Run 1, cell classes on the final placement:
Drawn at 3 px/micron.
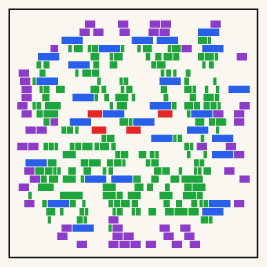
Run 1, clock wiring as the flow saved it:
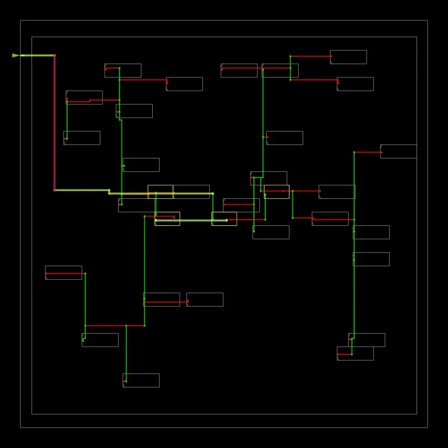
Run 1, clock wires, drivers and flops:
Drawn at 6 px/micron.
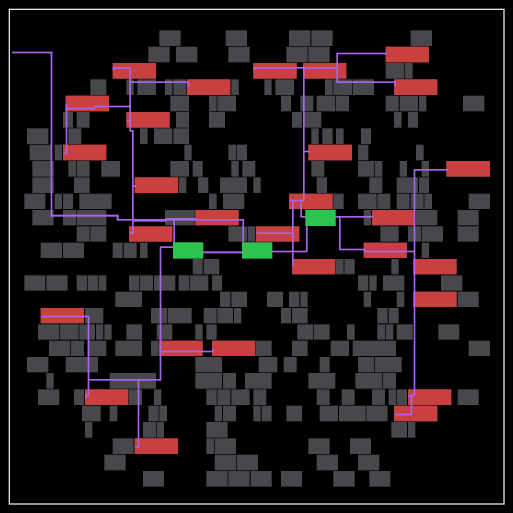
File: config.mk
export PLATFORM = sky130hd
export DESIGN_NAME = pc_fetch_ctrl
export DESIGN_NICKNAME = d
export VERILOG_FILES = /design/src/rtl/pc_pkg.sv /design/src/rtl/pc_next.sv /design/src/rtl/pc_fetch_ctrl.sv
export SDC_FILE = /design/constraint.sdc
export NUM_CORES = 1
export LEC_CHECK = 0
export CAP_MARGIN = 20
export CELL_PAD_IN_SITES_DETAIL_PLACEMENT = 0
export CELL_PAD_IN_SITES_GLOBAL_PLACEMENT = 1
export CORE_MARGIN = 2
export CORE_UTILIZATION = 30
export CTS_CLUSTER_SIZE = 30
export DETAILED_ROUTE_END_ITERATION = 8
export GPL_ROUTABILITY_DRIVEN = 0
export GPL_TIMING_DRIVEN = 1
export PLACE_DENSITY_LB_ADDON = 0.12
export SLEW_MARGIN = 40
export SYNTH_ARGS = -nofsm -noshare
export SYNTH_HDL_FRONTEND = slang
export SYNTH_SLANG_ARGS = --single-unit
File: constraint.sdc
create_clock -name clk -period 5.7 [get_ports clk]
set_clock_uncertainty 0.15 [all_clocks]
set_input_delay 1.14 -clock clk [delete_from_list [all_inputs] [get_ports clk]]
set_output_delay 1.14 -clock clk [all_outputs]
set_load 0.005 [all_outputs]
File: src/rtl/pc_pkg.sv
// Shared types and constants for the program-counter / fetch-sequencing block.
package pc_pkg;

    localparam int LUT_W     = 4;
    localparam int D_DEFAULT = 10;

    typedef enum logic [1:0] {
        IDLE   = 2'd0,
        RUN    = 2'd1,
        HALTED = 2'd2
    } state_t;

    typedef enum logic [1:0] {
        SEL_HOLD = 2'd0,
        SEL_INC  = 2'd1,
        SEL_ABS  = 2'd2,
        SEL_REL  = 2'd3
    } sel_t;

endpackage

File: src/rtl/pc_next.sv
// Combinational next-PC mux and adder; all arithmetic wraps modulo 2**D.
module pc_next
    import pc_pkg::*;
#(
    parameter int D     = D_DEFAULT,
    parameter int OFF_W = 8
) (
    input  sel_t             sel,
    input  logic [D-1:0]     prog_ctr,
    input  logic [D-1:0]     lut_target,
    input  logic [OFF_W-1:0] rel_offset,
    output logic [D-1:0]     next_pc
);

    logic [D-1:0] offset_ext;

    // Sign-extend the offset to PC width; the sum then wraps naturally.
    assign offset_ext = D'($signed(rel_offset));

    always_comb begin
        next_pc = prog_ctr;
        case (sel)
            SEL_HOLD: next_pc = prog_ctr;
            SEL_INC:  next_pc = prog_ctr + {{(D-1){1'b0}}, 1'b1};
            SEL_ABS:  next_pc = lut_target;
            SEL_REL:  next_pc = prog_ctr + offset_ext;
            default:  next_pc = prog_ctr;
        endcase
    end

endmodule

File: src/rtl/pc_fetch_ctrl.sv
// Program counter and fetch sequencer: IDLE/RUN/HALTED FSM, next-PC select,
// and a saturating retired-instruction counter.
module pc_fetch_ctrl
    import pc_pkg::*;
#(
    parameter int D     = D_DEFAULT,
    parameter int OFF_W = 8,
    parameter int CNT_W = 16
) (
    input  logic             clk,
    input  logic             reset,
    input  logic             start,
    input  logic             stall,
    input  logic             halt_req,
    input  logic             abs_jump,
    input  logic             taken,
    input  logic [LUT_W-1:0] jump_sel,
    input  logic             rel_jump,
    input  logic [OFF_W-1:0] rel_offset,
    output logic [LUT_W-1:0] lut_addr,
    input  logic [D-1:0]     lut_target,
    output logic [D-1:0]     prog_ctr,
    output logic             running,
    output logic             done,
    output logic [CNT_W-1:0] cycle_cnt
);

    state_t         state_q;
    state_t         next_state;
    sel_t           sel;
    logic           cnt_inc;
    logic           restart;
    logic [D-1:0]   next_pc;
    logic [D-1:0]   pc_q;
    logic [CNT_W-1:0] cnt_q;

    assign lut_addr = jump_sel;

    pc_next #(
        .D     (D),
        .OFF_W (OFF_W)
    ) u_pc_next (
        .sel        (sel),
        .prog_ctr   (pc_q),
        .lut_target (lut_target),
        .rel_offset (rel_offset),
        .next_pc    (next_pc)
    );

    // State, PC and counter registers.
    always_ff @(posedge clk) begin
        if (reset) begin
            state_q <= IDLE;
            pc_q    <= '0;
            cnt_q   <= '0;
        end else begin
            state_q <= next_state;
            if (restart) begin
                pc_q  <= '0;
                cnt_q <= '0;
            end else begin
                pc_q <= next_pc;
                if (cnt_inc && (cnt_q != {CNT_W{1'b1}})) begin
                    cnt_q <= cnt_q + {{(CNT_W-1){1'b0}}, 1'b1};
                end
            end
        end
    end

    // Next state; decode inputs are only looked at in RUN so X there is harmless.
    always_comb begin
        next_state = state_q;
        case (state_q)
            IDLE:    if (start) next_state = RUN;
            RUN:     if (!stall && halt_req) next_state = HALTED;
            HALTED:  if (start) next_state = RUN;
            default: next_state = IDLE;
        endcase
    end

    // Datapath controls and decoded status outputs.
    always_comb begin
        sel     = SEL_HOLD;
        cnt_inc = 1'b0;
        restart = 1'b0;
        case (state_q)
            IDLE, HALTED: restart = start;
            RUN: begin
                if (!stall) begin
                    cnt_inc = 1'b1;
                    if (halt_req)              sel = SEL_HOLD;
                    else if (abs_jump && taken) sel = SEL_ABS;
                    else if (rel_jump && taken) sel = SEL_REL;
                    else                        sel = SEL_INC;
                end
            end
            default: ;
        endcase
    end

    assign running   = (state_q == RUN);
    assign done      = (state_q == HALTED);
    assign prog_ctr  = pc_q;
    assign cycle_cnt = cnt_q;

endmodule

==> reports/qor.csv, run 1 <==
stage,metric,value,unit
drt,vias,1753,
synth,synth_flops,28,
timing,tns,0,ns
synth,flop_cell,dfxtp_1,
global_route,antenna_found_initial,0,
synth,synth_nets,269,
pwr,pwr-share-seq,0.534,
pwr,combPwrFrac,0.131,
pwr,power_density,151.0,nW/um^2
final_layout,buf_share,0.2200,
final_layout,antenna_cells,0,
critical_path,path_delay_family,simple AND/OR/NAND/NOR gates,
place,dpl_cell_area,2425,sq um
global_route,grt_usage,0.1434,
final_layout,areaGrowthSynthToFinish,35.11,%
pwr,switching_power,0.00008794,W
synth,netlist_instances,228,
synth,syn_area_per_cell,8.050,sq um
critical_path,crit_start,halt_req,
final_layout,fin_nets,318,
timing,fin_ws,1.159,ns
pwr,switching_share,0.2348,
drt,detail-route-antenna-nets,0,
critical_path,startpoint_type,input pin,
pwr,power,0.0003745,W
final_layout,inv_count,7,
pwr,powerSeq,0.000200,W
run_status,status,"complete, no violations",
flow_run,cap_violations,0,
pwr,leakagePower,0.9571,nW
synth,ys.warnings.count,0,
critical_path,required,5.71,ns
final_layout,layout-drive-gt1-share,0.04710,
synth,syn-cell-area,1836,sq um
drt,drc_errors,0,
synth,synth-edff-count,0,
final_layout,utilization,0.4189,
timing,fin_hold_ws,0.3519,ns
final_layout,seqCellArea,560.5,sq um
cts,cts_hold_buf,0,
floorplan,die_y,82.22,microns
final_layout,dominant_cells,multi-input combinational cells,
global_route,grt_pass1_wl,7.562,mm
final_layout,comb_cells,182,
worst_hold_path,hp-start,prog_ctr[2],
pwr,powerComb,0.0000489,W
cts,root_buffer,clkbuf_8,
critical_path,critPathKind,input pin to register,
final_layout,seq_share,0.2260,
synth,yosys_area,1836,sq um
global_route,grt_pass1_vias,1633,
timing,rsz0062_at_grt,false,
critical_path,arrival,4.55,ns
synth,ys_top_cells_by_area,"dfxtp_1, ha_1, nor2_1",
floorplan,core_area,5921,sq um
About 'cell classes on the final placement':
colour	class	cells
blue	flops	28
red	clock drivers and dummy loads	4
green	combinational and other logic	189
purple	other buffers and delay cells	55

About 'clock wiring as the flow saved it':
Clock Buffer Count: 4
clk latency late pin: 0.27 ns
CTS Buf Count: 3
Sinks on Clock Net: 28
flop count: 28

About 'clock wires, drivers and flops':
[green] clock drivers | count: 3
[purple] clock wires | length: 423 microns
[red] flip-flops | count: 28
flops lie	spread over the die
routed clock nets	4

run 1: per-layer routing:
metal | wire, microns | vias to the layer above | share of wire | track usage
met3 | 227 | 2 | 0.049 | 0.03043
met4 | 27 | 0 | 0.0058 | 0.02000
li1 | - | 902 | - | -
met1 | 2240 | 807 | 0.48 | 0.1992
met2 | 2126 | 42 | 0.46 | 0.2331
met5 | 0 | - | 0 | 0
run 1: cell families after synthesis:
group,count (synthesis),share of synthesized area
muxes,6,0.03340
DFF,28,0.3054
buffers and inverters,18,0.04500
AOI/OAI and AO/OA,47,0.1718
xor gates and xnor gates,17,0.08112
adders and majority gates,11,0.07907
and+or+nand+nor,101,0.2842
run 1: placed cells by master, fill, tap and decap left out, types with 2 or more instances in the layout:
cell type,count
xor2_1,9
mux2i_1,5
a211o_1,2
nand2_1,18
a21o_1,6
a22oi_1,3
ha_1,10
and3_1,4
or3_1,2
nand3_1,5
or2_2,2
a21oi_1,10
o211ai_1,3
o21ai_0,9
xnor2_1,8
nand4_1,6
and2_1,8
nor2b_1,4
nor3_1,10
clkdlybuf4s50_1,53
buf_4,2
a211oi_1,6
inv_1,7
dfxtp_1,28
clkbuf_8,4
nand2b_1,4
o21bai_1,2
nor2_1,31
run 1: final timing paths:
kind	to	slack, ns	cells past startpoint
hold / removal	prog_ctr[2]	0.35	2
hold reg to reg	prog_ctr[2]	0.35	2
setup / recovery	prog_ctr[8]	1.16	11
setup reg to reg	prog_ctr[8]	2.12	10
run 1: sequential cells by signal, summed over array words and instances, names as in the netlist:
register   count
cycle_cnt     16
prog_ctr      10
state_q        2
Run 1, met3 routing:
Drawn at 4 px/micron. Cells faint in the background.
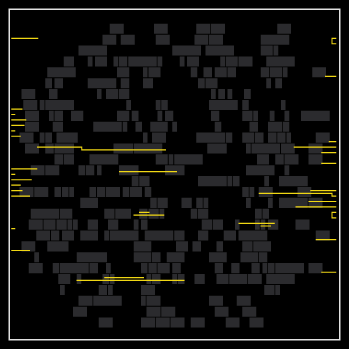

==> inputs of run 2 (changes only) <==
clock period = 4.5 ns   (was 5.7 ns; I/O delays follow)
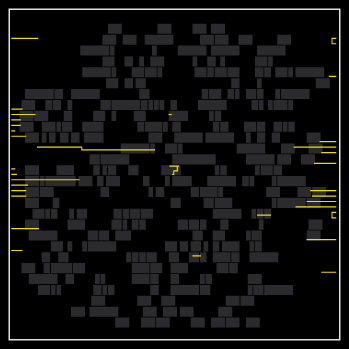
Run 2: met3 routing
Drawn at 4 px/micron. Cells faint in the background.
share of all routed wire	3.7%
main direction	horizontal
nets with wire on the layer	31
wire length on this layer	173 microns

==> run 2 against run 1 <==
Combinational power grew 27%. Clock power grew 63%. Core utilization grew 0.53 points. Final area rose by 1.3%. Non-clock buffer count increased by 2. Via count fell by 0.74%. Critical path depth is the same. Total power up 39%. Wire length grew 2.5%. Synthesized cell count unchanged. Register-to-register slack lost 0.78 ns.
==> reports/qor.csv, run 2 <==
stage,metric,value,unit
final_layout,areaGrowthSynthToFinish,36.81,%
final_layout,largest_reg_flops,16,
cts,cts_made_buffers,3,
synth,muxShareOfSynthArea,0.03340,
floorplan,core_area,5921,sq um
critical_path,critPathKind,input pin to register,
critical_path,required,4.52,ns
critical_path,worstSetupEndpoint,prog_ctr[8],
critical_path,r2r_cells,10,
run_status,status,"complete, no violations",
timing,fin_hold_ws,0.3544,ns
global_route,met2_usage,0.2379,
place,dpl_cell_area,2440,sq um
critical_path,path_delay_family,simple AND/OR/NAND/NOR gates,
global_route,met1_usage,0.2008,
synth,xor_area_frac,0.08112,
critical_path,regToRegSetupSlack,1.34,ns
critical_path,arrival,3.92,ns
floorplan,die_y,82.22,microns
synth,fa_ha_area_frac,0.07907,
synth,logic_family,simple AND/OR/NAND/NOR gates,
flow_run,cap_violations,0,
synth,flop_cell,dfxtp_1,
final_layout,fin_nets,320,
critical_path,worst-path-stages,11,
drt,drc_errors,0,
final_layout,antenna_cells,0,
cts,cts_sinks,28,
cts,cts_hold_buf,0,
pwr,switching_power,0.0001173,W
synth,netlist_instances,228,
global_route,gr-usage-met3,0.02283,
timing,tns,0,ns
drt,vias,1740,
synth,ys_top_cells_by_area,"dfxtp_1, ha_1, nor2_1",
global_route,grt_usage,0.1458,
synth,synth-edff-count,0,
cts,clock_latency,0.28,ns
global_route,grt_pass1_wl,7.596,mm
critical_path,reg2reg_from,state_q[1],
cts,root_buffer,clkbuf_8,
drt,detail-route-antenna-nets,0,
synth,syn_area_per_cell,8.050,sq um
pwr,switching_share,0.2250,
synth,yosys.area_share.aoi,0.1718,
pwr,combPwrFrac,0.120,
synth,syn-cell-area,1836,sq um
final_layout,final_common_cell,clkdlybuf4s50_1,
final_layout,final_cell_mix,"clkdlybuf4s50_1, nor2_1, dfxtp_1, nand2_1",
synth,ys_sh_simple,0.2843,
pwr,leakagePower,0.9737,nW
synth,synth_nets,269,
pwr,power_density,207.7,nW/um^2
pwr,pwr-share-seq,0.485,
synth,yosys_area,1836,sq um
[run 2: final cells by class]
class                           count  area, sq um
Clock buffer                        3        41.29
Clock inverter                      1        30.03
Fill cell                         624         3410
Inverter                            7        26.28
Multi-Input combinational cell    182         1199
Sequential cell                    28        560.5
Tap cell                           75        93.84
Timing Repair Buffer               57        560.5
[run 2: per-layer routing]
layer  wire [microns]  share of wire
met5                0              0
met1             2421           0.51
met3              172          0.036
met2             2101           0.44
met4               40         0.0084
[run 2: how the worst min path moves through the flow]
stage	endpoint	slack (ns)	cells past startpoint
2_1_floorplan	prog_ctr[2]	0.32	2
3_3_place_gp	prog_ctr[2]	0.33	2
3_5_place_dp	prog_ctr[2]	0.34	2
4_1_cts	prog_ctr[2]	0.36	2
5_1_grt	prog_ctr[2]	0.40	2
6_report	prog_ctr[2]	0.35	2
[run 2: power by group through the flow]
stage | combinational, W | sequential [W] | clock [W]
floorplan | 0.0000283 | 0.000258 | 0
finish | 0.0000623 | 0.000253 | 0.000206
global route | 0.0000688 | 0.000254 | 0.000225
CTS | 0.0000632 | 0.000253 | 0.000216
global placement | 0.0000633 | 0.000259 | 0
detailed placement | 0.0000628 | 0.000259 | 0
[run 2: through the flow]
| stage | total power (W) | cells | utilization | worst slack (ns) |
|---|---|---|---|---|
| 2_1_floorplan | 0.0002865 | 228 | - | 0.8242 |
| 3_3_place_gp | 0.0003222 | 349 | 0.4121 | 0.3488 |
| 3_5_place_dp | 0.0003217 | 349 | 0.4121 | 0.2846 |
| 4_1_cts | 0.0005321 | 353 | 0.4241 | 0.5955 |
| 5_1_grt | 0.0005482 | 353 | 0.4241 | 0.3313 |
| 6_report | 0.0005216 | 353 | 0.4241 | 0.6042 |
No activity file was given, so power comes from the tool's default toggle rates.
